==> config.mk <==
export PLATFORM = sky130hd
export DESIGN_NAME = ahb2amm_flat
export DESIGN_NICKNAME = d
export VERILOG_FILES = /design/src/rtl/ahb2amm_if.sv /design/src/rtl/ahb2amm.sv /design/src/flat_wrapper.sv
export SDC_FILE = /design/constraint.sdc
export NUM_CORES = 1
export LEC_CHECK = 0
export CAP_MARGIN = 10
export CORE_MARGIN = 10
export CORE_UTILIZATION = 31
export DETAILED_ROUTE_END_ITERATION = 8
export GPL_TIMING_DRIVEN = 0
export PLACE_DENSITY = 0.86
export SLEW_MARGIN = 20
export SYNTH_ARGS = -nofsm -noshare
export SYNTH_HDL_FRONTEND = slang
export SYNTH_SLANG_ARGS = --single-unit
==> constraint.sdc <==
create_clock -name aclk -period 3.9 [get_ports aclk]
set_input_delay 0.78 -clock aclk [delete_from_list [all_inputs] [get_ports aclk]]
set_output_delay 0.78 -clock aclk [all_outputs]
set_load 0.02 [all_outputs]
Run 1, track usage over the die:
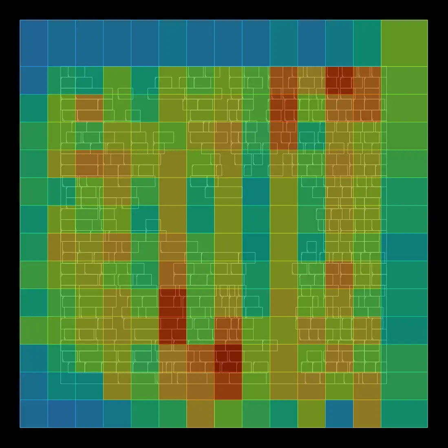
average wire length per cell after detail routing: 19.2 um
Total Routing Usage GR: 15.6%
final core utilization: 62.9%
layer with the highest usage after global routing: met2

Run 1, I/O nets highlighted:
(4 px per um)
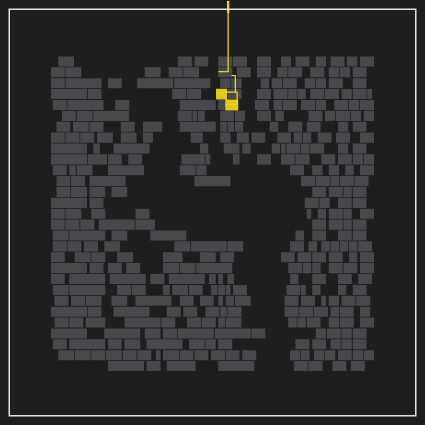
bus_amm_readdatavalid: shown in yellow, bits 1, direction input, end cells 2, buffers 1, wire 33.1 um.
total I/O pin count: 212
number of I/O port buffers: 176

Run 1, where the registers sit:
(3 px per um) Other cells in grey.
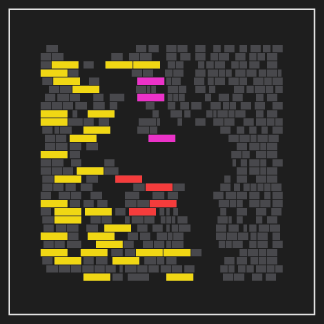
u_core.bus.amm_address: shown in yellow, flops 30. u_core.state: shown in magenta, flops 3. u_core.bus.amm_byteenable: shown in red, flops 4, where middle.
Flop+latch power: 0.636 mW
Seq/total area: 23.1%
Sequential cell area: 926 um2

==> run summary, run 1 <==
Implementation status.

- Hold-check failures listed in the final report amount to 0.
- The core region is 6390 um2.
- Warnings raised by the tools during the run amount to 27.
- The final layout report lists a non-clock buffer count of ~220.
- The number of diodes added for antenna fixing is 0.
- The timing report gives the clock slew at the launch and capture registers of the worst setup and hold paths as ~0.070 ns.
- Power spread over the standard cell area amounts to ~560 nW/um2.
- The detailed router put a total of 2650 um of wire on met1.
- The die covers just over 10,000 um2.
- The leakage power is ~1.7 nW.
- The complex-gate fraction of the synthesized area is 3.30%.
- In the final design, more cell area goes to non-clock buffers than to any other class.
- The hold slack is between 0.4 and 0.5 ns.
- The final max-slew violation count is 0.
- The routed layout has 1,954 vias.
- The number of rows in the core area is 29.
- On the final layout, the worst clock skew is 0.00443 ns.
- In this run, CTS created clock tree buffers numbering 5.
- Global routing consumed, on the met3 layer, under 10% of the routing resources.
- For reference, XOR and XNOR gates occupy 0% of the area reported after synthesis.
- The number of clock buffer instances in the layout is 5.
- The top routing layer in use is met4.
- The maximum vdd ir drop is ~0.00045 V.
- The fraction of the mapped netlist area in adder cells is 0%.
- The setup TNS after final layout is 0 ns.
- The number of sequential cells reported for the layout is 37.
- After its last routability iteration, the placer logged a weighted congestion of ~0.76.
- The shortest clock period the worst path allows after layout is around 3.5 ns.
- The synthesized flop and latch total is 37.
- The multi-input combinational gate total is between 90 and 100.
- The proportion of cell area spent on the clock network is under 10%.
- The met3 layer wire length in the routed design is ~1200 um.
- The run finished with clean final reports.
- At the later pin of the worst-skew pair, clock insertion delay measures 0.29 ns.
- Routing resource usage on met1 recorded by global route was 13.0%.
- Nets still carrying antenna violations after routing amount to 0.
- The DRC violation total left in the routed layout is recorded as 0.
- Wires add up to approximately 8500 um.
- The synthesized area per cell is 11.4 um2.
- The maximum buffer depth of the clock tree is 2.
- The post-placement setup slack is 0.434 ns.
- Once the clock tree was built, the setup fixing pass inserted 0 buffers.
- The clock tree from TritonCTS is built.
- The most used flip-flop cell after synthesis is dfrtp_1.
- In this run the clock root is driven by a clkbuf_8.
- Buffers inserted to repair hold after CTS numbered 0.
- Before any placement, the netlist area is recorded as roughly 2000 um2.
- The cell depth of the worst hold path is 1.
- The flow reports an fmax of a little under 300 MHz.
- STA classifies the critical path startpoint as an input pin.
- The count of inserted tapcells is ~77.
- In the Yosys stats the netlist draws on 30 distinct library cells.
- Sorting the synthesized cells by area gives the leading types as dfrtp_1 (45%), buf_4 (12%), mux2_2 (12%), and2_1 (9.8%), mux2_1 (6.6%).
- Yosys stat counts between 150 and 200 cells in the synthesized netlist.
- The first-pass GRT wire length is between 10,000 and 15,000 um.
- The worst path meets setup with roughly 0.44 ns of slack.
- Summed over all layers, the global routing overflow is 0.
- The largest net degree at the start of global routing is 34.
- Logic depth along the worst register-to-register path is recorded as 6.
- The routed design shows a via density per instance of about 4.4.
- By count the netlist is led by dfrtp_1 (37), buf_4 (34), and2_1 (32).
- The flow measured a signed area growth from synthesis to layout of 96.1%.
- The leading area contributor after synthesis is dfrtp_1.
- In the final layout, excluding clock inverters the inverter count is 3.
- The total of max-cap violations is 0.
- The number of fill cells is 501.
- The share of the yosys chip area belonging to registers is between 40% and 50%.
- The length of routed met2 wiring is 4640 um.
- The via count of the first global-routing pass was approximately 2,100.
- The register with the most flip-flops in the layout has 30 of them.
- Of the post-synthesis cell area, the dominant cell type holds a little under half.
- The post-route netlist has approximately a fifth of its cells at a drive strength greater than 1.
- The iteration count recorded for the first detailed-route pass is 4.
- The multiplexer area fraction after synthesis is a little under a fifth.
- The tightest min-delay check is of the reg -> reg type.
- For the worst setup path, the data required time is 3.12 ns.
- The net count reported at finish is 473.
- STA classifies the critical path endpoint as an output port.
- Per the cell usage report, the commonest logic cells after layout are clkdlybuf4s50_1 (176), dfrtp_1 (37), buf_4 (34).
- The layout report lists the multi-input gate area as about 800 um2.
- The category of the critical setup timing path is in -> out.
- Setup repair after global routing left no endpoint under its margin.
- dfrtp_1 is the most common cell in the netlist.
- The number of warnings printed during yosys synthesis is 0.
- The layout buffering overhead excluding clock cells is 52.2%.
- The die extent in y is 101 um.
run 1: per-stage QoR:
stage / util (%) / instance area [um2] / power, mW / instances
after floorplan: - / 2050 / 1.31 / 181
after global placement: 61.2 / 3910 / 2.00 / 434
after CTS: 62.9 / 4020 / 2.30 / 443
after global routing: 62.9 / 4020 / 2.40 / 443
after detailed placement: 61.5 / 3930 / 2.03 / 435
final: 62.9 / 4020 / 2.26 / 443
run 1: worst max-delay path, cell delays in order:
cell	delay [ns]
clkdlybuf4s50_1	0.45
nor4bb_1	0.17
or4_4	0.57
inv_1	0.10
clkdlybuf4s50_1	0.60
run 1: where the power goes:
| group | leakage (nW) | internal (mW) | switching (mW) |
|---|---|---|---|
| Clock | 0.0439 | 0.123 | 0.138 |
| Combinational | 1.22 | 0.716 | 0.647 |
| Sequential | 0.468 | 0.557 | 0.0786 |
Run 1, pin placement:
(3 px per um) Pins as bars across the die edge, other pins in grey.
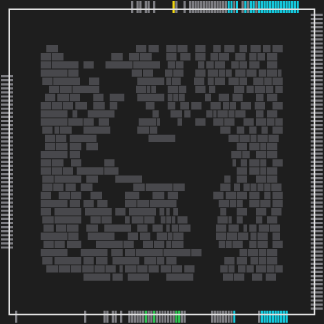

--- run 2 (diff from run 1) ---
--- a/config.mk
+++ b/config.mk
@@ -11,6 +11,7 @@
 export DETAILED_ROUTE_END_ITERATION = 8
 export GPL_TIMING_DRIVEN = 0
 export PLACE_DENSITY = 0.86
+export REMOVE_ABC_BUFFERS = 1
 export SLEW_MARGIN = 20
 export SYNTH_ARGS = -nofsm -noshare
 export SYNTH_HDL_FRONTEND = slang
Run 2, pin placement:
(3 px per um) Pins as bars across the die edge, other pins in grey.
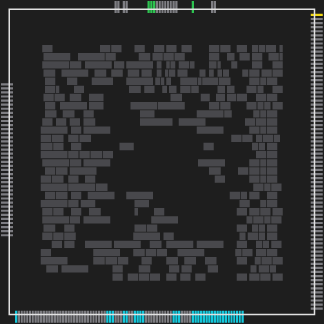
bus_amm_writedata: shown in cyan, pins 32, direction output, edge bottom. bus_amm_byteenable: shown in green, pins 4, direction output, edge top. bus_amm_readdatavalid: shown in yellow, pins 1, direction input, edge right.
width of the chip: 101 um
number of I/O port buffers: 144
Die Span Y: 101 um

==> run summary, run 2 <==
Implementation status.

- The maximum buffer depth of the clock tree was 2 (unchanged).
- The data required time at the worst endpoint is 3.12 ns (about the same).
- The post-placement cell area is 3320 um2 (-16%).
- Among cell families on the critical path, the largest total delay comes from buffers and inverters.
- The final design area excluding fillers is 3440 um2 (-14%).
- The synthesized area per cell is 11.4 um2 (unchanged).
- The total track usage is 14.4% (-1.2 points).
- The proportion of total power due to net switching came to 36.4% (-1.9 points).
- The flip-flop count of the largest register, all copies and words added came to 30 (unchanged).
- The largest stage delay on the critical path is 0.62 ns (+0.02 ns).
- The power attributed to combinational cells is 1.23 mW (-10%).
- The count of instantiated cells in the yosys netlist is 180 (unchanged).
- The count of warning messages emitted by the tools came to 26 (-3.7%).
- The post-CTS setup repair buffer count came to 0 (unchanged).
- The total clock network power is 0.339 mW (+30%).
- The clock-pin slew on the worst setup and hold paths came to 0.07 ns (about the same).
- Yosys reports that the most numerous cell types are dfrtp_1 (37), buf_4 (34), and2_1 (32).
- The worst-skew pair later-pin latency is 0.28 ns (about the same).
- The flow ran to the end, and the final reports show no timing, DRC or antenna violations.
- The fraction of power consumed by the clock network was 15.2% (+3.6 points).
- The setup TNS after final layout came to 0 ns (unchanged).
- Per the cell usage report, the commonest logic cells after layout are clkdlybuf4s50_1 (144), dfrtp_1 (37), and2_1 (32).
- The length of the first detailed-routing pass in iterations is 4 (unchanged).
- The post-cts hold-fix buffer tally is 0 (unchanged).
- The via count of the first global-routing pass came to 1,849 (-11%).
- The routed via count was 1,703 (-13%).
- The final antenna-violating net count came to 0 (unchanged).
- The sequential power share was 29.7% (+1.6 points).
- The share of layout cells above drive strength 1 was 11.9% (-8.3 points).
- The number of rows in the core area was 29 (unchanged).
- Sorting the synthesized cells by area gives the leading types as dfrtp_1 (45%), buf_4 (12%), mux2_2 (12%), and2_1 (9.8%), mux2_1 (6.6%).
- The leading area contributor after synthesis is dfrtp_1.
- The final worst slack was 0.410 ns (-0.0313 ns).
- The switching power is 0.811 mW (-6.1%).
- The final weighted congestion of routability-driven global placement is 0.770 (+1.4%).
- In this run the layout overhead on the synthesized area is reported as 67.8%.
- The shortest clock period the worst path allows after layout was 3.49 ns (+0.0313 ns).
- The count of buffer and inverter cells on the critical path is 3 (unchanged).
- The instance count on the critical path is 5 (unchanged).
- Looking at the gate-level netlist, the highest instance count belongs to dfrtp_1.
- The number of warnings printed during yosys synthesis is 0 (unchanged).
- The per-cell routed wire length is 21.0 um (+9.1%).
- The number of vias per cell after detailed routing is 4.60 (+4.3%).
- The setup path with the least slack is of type in -> out.
- The total of max-cap violations is 0 (unchanged).
- The synthesized flop and latch total is 37 (unchanged).
- The cell depth of the worst flop-to-flop path is 6 (unchanged).
Run 2, where the registers sit:
(3 px per um) Other cells in grey.
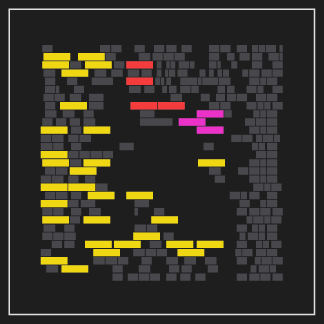
u_core.state: shown in magenta, flops 3. u_core.bus.amm_address: shown in yellow, flops 30. u_core.bus.amm_byteenable: shown in red, flops 4, where top middle.
Flop+latch power: 0.662 mW
Seq/total area: 26.9%
final core utilization: 53.8%

run 2: metal layers:
layer,wire (um),vias to the layer above,track usage [%]
li1,-,783,-
met1,2930,763,15.4
met2,3080,155,19.4
met3,1750,2,15.0
met4,16,0,2.57
met5,0,-,2.40
run 2: area by class of cell:
cell class	count	area, um2
flip-flops and latches	37	926
clock inverters	1	30.0
repair buffers	147	1490
clock buffers	7	86.3
fillers	554	2950
inverters	3	11.3
well taps	77	96.3
multi-input cells	98	798
run 2: stage by stage:
| stage | power [mW] | utilization, % |
|---|---|---|
| 6_report | 2.23 | 53.8 |
| 5_1_grt | 2.38 | 53.8 |
| 4_1_cts | 2.27 | 53.8 |
| 3_5_place_dp | 1.92 | 52.0 |
| 3_3_place_gp | 1.88 | 51.3 |
| 2_1_floorplan | 1.25 | - |
Power and IR drop assume default switching activity.
